[config.mk]
export PLATFORM = sky130hd
export DESIGN_NAME = seg7_scan_ctrl_flat
export DESIGN_NICKNAME = d
export VERILOG_FILES = /design/src/rtl/seg7_scan_ctrl_if.sv /design/src/rtl/seg7_scan_ctrl.sv /design/src/flat_wrapper.sv
export SDC_FILE = /design/constraint.sdc
export NUM_CORES = 1
export LEC_CHECK = 0
export CAP_MARGIN = 20
export CORE_AREA = 2 2 117 119
export CTS_BUF_LIST = sky130_fd_sc_hd__clkbuf_4 sky130_fd_sc_hd__clkbuf_8 sky130_fd_sc_hd__clkbuf_16
export DETAILED_ROUTE_END_ITERATION = 10
export DIE_AREA = 0 0 119 121
export SETUP_SLACK_MARGIN = 0.4
export SLEW_MARGIN = 10
export SYNTH_ARGS = -nofsm -noshare
export SYNTH_HDL_FRONTEND = slang
export SYNTH_SLANG_ARGS = --single-unit
[constraint.sdc]
create_clock -name clk -period 4.96 [get_ports clk]
set_clock_uncertainty 0.2 [all_clocks]
set_input_delay 0.992 -clock clk [delete_from_list [all_inputs] [get_ports clk]]
set_output_delay 0.992 -clock clk [all_outputs]
set_load 0.1 [all_outputs]
[src/rtl/seg7_scan_ctrl_if.sv]
// Display-side bundle for seg7_scan_ctrl: value/strobe inputs from the
// system side and decoder/digit-driver outputs from the scan controller.
interface seg7_scan_ctrl_if #(
  parameter int NUM_DIGITS = 4
);
  localparam int IDX_W = $clog2(NUM_DIGITS);

  logic                    en;
  logic                    load;
  logic [4*NUM_DIGITS-1:0] value;
  logic [NUM_DIGITS-1:0]   dp_in;
  logic [NUM_DIGITS-1:0]   blank_mask;
  logic [3:0]              dig_code;
  logic                    dec_blank;
  logic [NUM_DIGITS-1:0]   dig_sel_n;
  logic                    dp_n;
  logic [IDX_W-1:0]        scan_idx;
  logic                    frame_tick;
  logic                    upd_done;

  // System side: supplies display data, observes the scan outputs.
  modport master (
    output en, load, value, dp_in, blank_mask,
    input  dig_code, dec_blank, dig_sel_n, dp_n, scan_idx, frame_tick, upd_done
  );

  // Scan controller side.
  modport slave (
    input  en, load, value, dp_in, blank_mask,
    output dig_code, dec_blank, dig_sel_n, dp_n, scan_idx, frame_tick, upd_done
  );
endinterface

[src/rtl/seg7_scan_ctrl.sv]
// Time-multiplexed scan controller for a common-anode 7-segment display.
// Double-buffered value (shadow -> active at frame boundary), per-slot
// blanking guard, active-low digit selects, all outputs registered.
// Optional feature: define SEG7_LZB_EN to enable leading-zero blanking.
module seg7_scan_ctrl #(
  parameter int NUM_DIGITS  = 4,
  parameter int REFRESH_DIV = 50000,
  parameter int GUARD_CYC   = 16
) (
  input  logic                   clk,
  input  logic                   rst_n,
  seg7_scan_ctrl_if.slave        bus
);

  localparam int IDX_W = $clog2(NUM_DIGITS);
  localparam int CNT_W = $clog2(REFRESH_DIV);
  localparam int DW    = 4 * NUM_DIGITS;

  localparam logic [CNT_W-1:0] G_LAST   = CNT_W'(GUARD_CYC - 1);
  localparam logic [CNT_W-1:0] D_LAST   = CNT_W'(REFRESH_DIV - GUARD_CYC - 1);
  localparam logic [IDX_W-1:0] IDX_LAST = IDX_W'(NUM_DIGITS - 1);

  typedef enum logic [1:0] {
    S_IDLE  = 2'd0,
    S_GUARD = 2'd1,
    S_DRIVE = 2'd2
  } state_t;

  state_t                state_q, state_d;
  logic [CNT_W-1:0]      cnt_q, cnt_d;
  logic [IDX_W-1:0]      idx_q, idx_d;
  logic                  boundary;

  logic [DW-1:0]         shd_val_q, shd_val_d;
  logic [NUM_DIGITS-1:0] shd_dp_q, shd_dp_d;
  logic [DW-1:0]         act_val_q, act_val_d;
  logic [NUM_DIGITS-1:0] act_dp_q, act_dp_d;
  logic                  pend_q, pend_d;

  logic [3:0]            code_q, code_d;
  logic                  dblank_q, dblank_d;
  logic [NUM_DIGITS-1:0] sel_q, sel_d;
  logic                  dpn_q, dpn_d;
  logic                  ft_q, ft_d;
  logic                  ud_q, ud_d;

  logic [NUM_DIGITS-1:0] lz;
  logic [3:0]            nib;
  logic                  cur_dp;
  logic                  cur_blk;

  // Scan sequencer: slot counter, digit index and frame-boundary detect.
  always_comb begin
    state_d  = state_q;
    cnt_d    = cnt_q + CNT_W'(1);
    idx_d    = idx_q;
    boundary = 1'b0;
    if (!bus.en) begin
      state_d = S_IDLE;
      cnt_d   = '0;
      idx_d   = '0;
    end else begin
      case (state_q)
        S_IDLE: begin
          state_d = S_GUARD;
          cnt_d   = '0;
          idx_d   = '0;
        end
        S_GUARD: begin
          if (cnt_q == G_LAST) begin
            state_d = S_DRIVE;
            cnt_d   = '0;
          end
        end
        S_DRIVE: begin
          if (cnt_q == D_LAST) begin
            state_d = S_GUARD;
            cnt_d   = '0;
            if (idx_q == IDX_LAST) begin
              idx_d    = '0;
              boundary = 1'b1;
            end else begin
              idx_d = idx_q + IDX_W'(1);
            end
          end
        end
        default: begin
          state_d = S_IDLE;
          cnt_d   = '0;
          idx_d   = '0;
        end
      endcase
    end
  end

  // Shadow capture on load; shadow -> active at the frame boundary.
  // A load on the boundary edge still transfers the old shadow and re-arms pending.
  always_comb begin
    shd_val_d = shd_val_q;
    shd_dp_d  = shd_dp_q;
    act_val_d = act_val_q;
    act_dp_d  = act_dp_q;
    pend_d    = pend_q;
    if (boundary && pend_q) begin
      act_val_d = shd_val_q;
      act_dp_d  = shd_dp_q;
      pend_d    = 1'b0;
    end
    if (bus.load) begin
      shd_val_d = bus.value;
      shd_dp_d  = bus.dp_in;
      pend_d    = 1'b1;
    end
  end

`ifdef SEG7_LZB_EN
  logic allz;

  // Leading-zero flags from the active buffer, scanning from the MSD down.
  always_comb begin
    lz   = '0;
    allz = 1'b1;
    for (int unsigned k = 0; k < NUM_DIGITS; k++) begin
      allz = allz & (act_val_d[4*(NUM_DIGITS-1-k) +: 4] == 4'h0);
      if (NUM_DIGITS - 1 - k != 0) lz[NUM_DIGITS-1-k] = allz;
    end
  end
`else
  assign lz = '0;
`endif

  // Select nibble, decimal point and blank condition for the upcoming digit.
  always_comb begin
    nib     = '0;
    cur_dp  = 1'b0;
    cur_blk = 1'b0;
    for (int unsigned k = 0; k < NUM_DIGITS; k++) begin
      if (idx_d == IDX_W'(k)) begin
        nib     = act_val_d[4*k +: 4];
        cur_dp  = act_dp_d[k];
        cur_blk = bus.blank_mask[k] | lz[k];
      end
    end
  end

  // Output values for the state being entered, so pins track the state register.
  always_comb begin
    code_d   = '0;
    dblank_d = 1'b1;
    sel_d    = '1;
    dpn_d    = 1'b1;
    ft_d     = boundary;
    ud_d     = boundary & pend_q;
    case (state_d)
      S_GUARD: code_d = nib;
      S_DRIVE: begin
        code_d       = nib;
        sel_d[idx_d] = 1'b0;
        dblank_d     = cur_blk;
        dpn_d        = cur_blk | ~cur_dp;
      end
      default: ;
    endcase
  end

  // State, buffers and registered outputs.
  always_ff @(posedge clk or negedge rst_n) begin
    if (!rst_n) begin
      state_q   <= S_IDLE;
      cnt_q     <= '0;
      idx_q     <= '0;
      shd_val_q <= '0;
      shd_dp_q  <= '0;
      act_val_q <= '0;
      act_dp_q  <= '0;
      pend_q    <= 1'b0;
      code_q    <= '0;
      dblank_q  <= 1'b1;
      sel_q     <= '1;
      dpn_q     <= 1'b1;
      ft_q      <= 1'b0;
      ud_q      <= 1'b0;
    end else begin
      state_q   <= state_d;
      cnt_q     <= cnt_d;
      idx_q     <= idx_d;
      shd_val_q <= shd_val_d;
      shd_dp_q  <= shd_dp_d;
      act_val_q <= act_val_d;
      act_dp_q  <= act_dp_d;
      pend_q    <= pend_d;
      code_q    <= code_d;
      dblank_q  <= dblank_d;
      sel_q     <= sel_d;
      dpn_q     <= dpn_d;
      ft_q      <= ft_d;
      ud_q      <= ud_d;
    end
  end

  assign bus.dig_code   = code_q;
  assign bus.dec_blank  = dblank_q;
  assign bus.dig_sel_n  = sel_q;
  assign bus.dp_n       = dpn_q;
  assign bus.scan_idx   = idx_q;
  assign bus.frame_tick = ft_q;
  assign bus.upd_done   = ud_q;

endmodule

[src/flat_wrapper.sv]
// flat-port wrapper written by rule: the top's interface ports become plain ports
module seg7_scan_ctrl_flat 
#(
  parameter int NUM_DIGITS  = 4,
  parameter int REFRESH_DIV = 50000,
  parameter int GUARD_CYC   = 16
)
  (clk, rst_n, bus_en, bus_load, bus_value, bus_dp_in, bus_blank_mask, bus_dig_code, bus_dec_blank, bus_dig_sel_n, bus_dp_n, bus_scan_idx, bus_frame_tick, bus_upd_done);
  seg7_scan_ctrl_if #(.NUM_DIGITS(NUM_DIGITS)) bus_i ();
  input  logic clk;
  input  logic rst_n;
  input wire logic [$bits(bus_i.en)-1:0] bus_en;
  input wire logic [$bits(bus_i.load)-1:0] bus_load;
  input wire logic [$bits(bus_i.value)-1:0] bus_value;
  input wire logic [$bits(bus_i.dp_in)-1:0] bus_dp_in;
  input wire logic [$bits(bus_i.blank_mask)-1:0] bus_blank_mask;
  output wire logic [$bits(bus_i.dig_code)-1:0] bus_dig_code;
  output wire logic [$bits(bus_i.dec_blank)-1:0] bus_dec_blank;
  output wire logic [$bits(bus_i.dig_sel_n)-1:0] bus_dig_sel_n;
  output wire logic [$bits(bus_i.dp_n)-1:0] bus_dp_n;
  output wire logic [$bits(bus_i.scan_idx)-1:0] bus_scan_idx;
  output wire logic [$bits(bus_i.frame_tick)-1:0] bus_frame_tick;
  output wire logic [$bits(bus_i.upd_done)-1:0] bus_upd_done;
  assign bus_i.en = bus_en;
  assign bus_i.load = bus_load;
  assign bus_i.value = bus_value;
  assign bus_i.dp_in = bus_dp_in;
  assign bus_i.blank_mask = bus_blank_mask;
  assign bus_dig_code = bus_i.dig_code;
  assign bus_dec_blank = bus_i.dec_blank;
  assign bus_dig_sel_n = bus_i.dig_sel_n;
  assign bus_dp_n = bus_i.dp_n;
  assign bus_scan_idx = bus_i.scan_idx;
  assign bus_frame_tick = bus_i.frame_tick;
  assign bus_upd_done = bus_i.upd_done;
  seg7_scan_ctrl #(.NUM_DIGITS(NUM_DIGITS), .REFRESH_DIV(REFRESH_DIV), .GUARD_CYC(GUARD_CYC)) u_core (.clk(clk), .rst_n(rst_n), .bus(bus_i));
endmodule
==> GITHUB_STEP_SUMMARY <==
## PnR job results

| Metric | Value |
|---|---|
| Worst EP required | 3.77 ns |
| Num CTS Buffers | 9 |
| Worst-path fanout max | 1 |
| Post-CTS sizing | 0 |
| Routed wl met2 | 2.96 mm |
| Hold Worst Slack | 0.282 ns |
| Initial antenna violation count | 0 |
| Worst Setup Slack, final | 1.75 ns |
| Pwr top | clock |
| MI comb area | 1310 sq um |
| Share of layout cells above drive strength 1 | 24.0% |
| Final-layout clock-cell area share | 7.29% |
| Buffering overhead | 10.4% |
| Sw frac | 22.1% |
| Die area | 14,400 sq um |
| YS warnings | 0 |
| Worst setup EP type | output port |
| Final Hold Viols | 0 |
| Simple share | 13.3% |
| Comb_multi_in | 170 |
| Max-Cap Viols | 0 |
| Top sig layer | met4 |
| Final Cycle Share | 64.7% |
| Post-synthesis async set-or-reset flop share | 100% |
| Syn nets | 296 |
| Bufs w/o clock | 44 |
| Vias/cell | 4.19 |
| Top cells by area | dfrtp_1, mux2_2, dfstp_2 |
| Post-synthesis sequential area ratio | 56.9% |
| Clock group power | 0.649 mW |
| Non-filler instance count after layout | 489 |
| Slew Limit Fails | 0 |
| Routing usage on met3 | 3.62% |
| Final setup vio count | 0 |
| Critical Path Source Type | flop |
| Mean area per synthesized cell | 12.4 sq um |
| Rows | 42 |
| Num sequential | 73 |
| YS chip area | 3220 sq um |
| Xor/xnor share | 3.80% |
| Busiest grt layer | met2 |
| Core area | 13,100 sq um |
| Vias in the first global route | 2,146 |
| Area Growth Syn to Fin | 28.3% |
| Ant diodes | 0 |
| Placed cells | 472 |
| Overall Power | 1.34 mW |
| Rel. slew slack | 34.2% |
| Boundary Pins | 42 |
| Mux frac, synth | 15.5% |
| CTS root buffer | clkbuf_16 |
| First-pass GRT wire length | 10.8 mm |
| Adder share | 2.72% |
| TritonCTS sink count | 73 |
| Logic gate share of total power | 5.0% |
| Filler cell count | 1,295 |
| Number of routed nets with antenna violations | 0 |
| Top class by area | flip-flops and latches |
| P_leak | 1.75 nW |
| Routed vias | 2,049 |
| Main logic family | multiplexers |
| Pre-antenna DRT Iters | 4 |
| Hold Path Class | flop to flop |
| Inverters, non-clock | 10 |
| Cell count in the Yosys report | 261 |
| Crit path largest cell delay | 1.13 ns |
| Tool warnings | 29 |
| Ys flop type | dfrtp_1 |
| Most common library cells after synthesis | dfrtp_1, mux2_2, nor2_1 |
| Wl on met1 | 3.08 mm |
| Top Layout Cells | dfrtp_1, clkdlybuf4s50_1, mux2_2, nor2_1, nand3_1 |
| H-tree depth | 3 |
| Yosys top cell by area | dfrtp_1 |
| Synth Cell Area | 3220 sq um |
| RSZ-0062 raised after global routing | no |
| Pre-Place Util | 24.6% |
| Sw Pwr | 0.295 mW |
| Clk latency late pin | 0.33 ns |
| GRT Resource Usage Total | 9.72% |
| Final Net Count | 343 |
| Slowest-stage cell, CP | clkdlybuf4s50_1 |
| Comb/total area | 31.7% |
| Tmin final | 3.21 ns |
| Postcts setup bufs | 0 |
| Flops after synth | 73 |
| Part of the power in registers | 46.5% |
| Die Span Y | 121 um |
| Tap cells | 176 |
| Final wirelength | 6.40 mm |
| Worst-margin pin slew | 0.983 ns |
| Critical path's top delay family | buffers and inverters |
| Top cell excl fill/tap | dfrtp_1 |
| Crit path cell chain | clkdlybuf4s50_1 |
| Worst IR Drop VDD | 0.000194 V |
| Gate Count Post-Synth | 261 |
| Power Density | 324 nW/um^2 |
| Clk slew on worst S/H paths | 0.06 ns |
| DRC errors left | 0 |
| Final TNS setup | 0 ns |
| Most frequent cell after synthesis | dfrtp_1 |
| Met2 GRT Util | 15.2% |
| Hpwl dp | 4.55 mm |
| GRT overflow | 0 |
| Run status | finished clean |
| Met3 WL | 281 um |
| I/O Buffers | 41 |
| GR Layer Usage met1 | 12.3% |
| Area leader share | 52.0% |
| Pin count of the biggest net entering global routing | 51 |
| CTS tree | built |
| Yosys cell types | 40 |
| Fmax achieved | 0.312 GHz |
| Worst Setup Path Type | flop to output port |
| Die Width | 119 um |
| Aoi share | 5.08% |
| Final Cell Area | 4140 sq um |
| Power Internal | 1.04 mW |
| Post-synth EDFFs | 0 |
| Fin util | 31.6% |
| Crit path DAT | 2.02 ns |
| Hold buffers post-CTS | 0 |
| Clkbuf count | 9 |
| Logic power comb | 0.0673 mW |
| Buf/Inv on CP | 1 |
| Post-placement cell area | 3820 sq um |
| Part of the power in the clock network | 48.5% |
| 1st-iter DRT viols | 98 |
| Final GP Congestion | 0.834 |
| Largest registers | u_core.act_val_q x16, u_core.cnt_q x16, u_core.shd_val_q x16 |
| Pre-CTS setup slack | 1.54 ns |
| Clock buffer depth | 2 |
## tightest hold or removal path: stages, from the launching register on
cell	delay, ns
dfrtp_1	0.32
mux2i_1	0.08
inv_1	0.05
## path summary, 6_finish.rpt
kind	from	to	slack (ns)	depth (start not counted)
worst max register to register	u_core.cnt_q[0]	u_core.bus.dp_n	1.77	8
worst min-delay path	u_core.act_val_q[5]	u_core.act_val_q[5]	0.28	2
min in group asynchronous	rst_n	u_core.act_dp_q[2]	0.48	1
worst max-delay path	u_core.bus.dig_sel_n[0]	bus_dig_sel_n[0]	1.75	1
max in group asynchronous	rst_n	u_core.shd_val_q[13]	3.35	2
worst min register to register	u_core.act_val_q[5]	u_core.act_val_q[5]	0.28	2
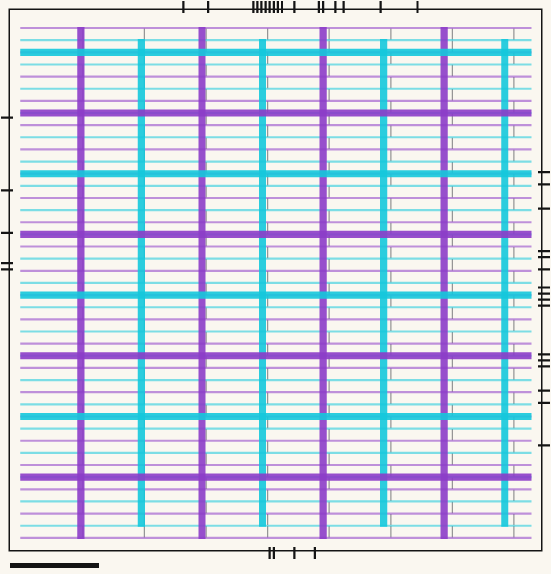
Figure 1: supply network.
Bar = 20 um. Pins as bars on the die edge. Tap cells in grey.
| net | colour |
|---|---|
| VDD | cyan |
| VSS | purple |
signal pins: 42
met5 straps: 8

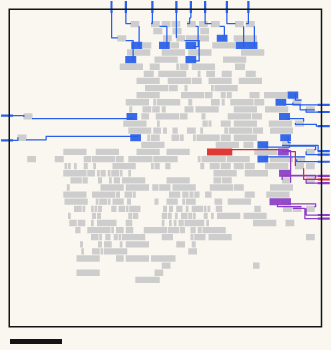
Figure 2: wires at chosen ports, followed through buffers.
Bar = 20 um.
| port | colour | bits | direction | edge | end cells | buffers | wire |
|---|---|---|---|---|---|---|---|
| bus_dp_in | purple | 4 | input | right | 4 | 4 | 91.6 um |
| bus_value | blue | 16 | input | 8 top, 6 right, 2 left | 16 | 16 | 358 um |
| bus_dp_n | red | 1 | output | right | 1 | 1 | 40.8 um |

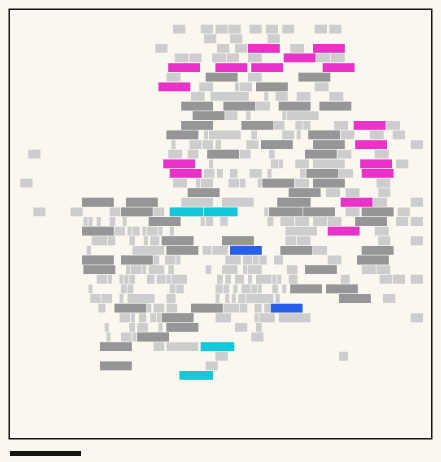
Figure 3: register map, names as in the netlist.
Bar = 20 um. Other sequential cells in the stronger grey, the rest of the logic in the fainter grey.
| signal | colour | flops |
|---|---|---|
| u_core.bus.dig_sel_n | cyan | 4 |
| u_core.shd_val_q | magenta | 16 |
| u_core.bus.scan_idx | blue | 2 |
not coloured: 51
Reg area: 1830 sq um
Seq power: 0.623 mW
Seq area share: 44.4%

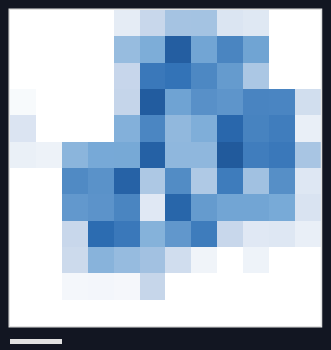
Figure 4: placement density heat map.
Bar = 20 um. The die is cut into 12 by 12 equal tiles; white is low, dark blue is high, 0 to 100% covered.
fullest tile: 83%
nearly empty tiles: 38%
mean over tiles: 27%
tiles over 75% full: 5.6%

No activity file was given, so power comes from the tool's default toggle rates.
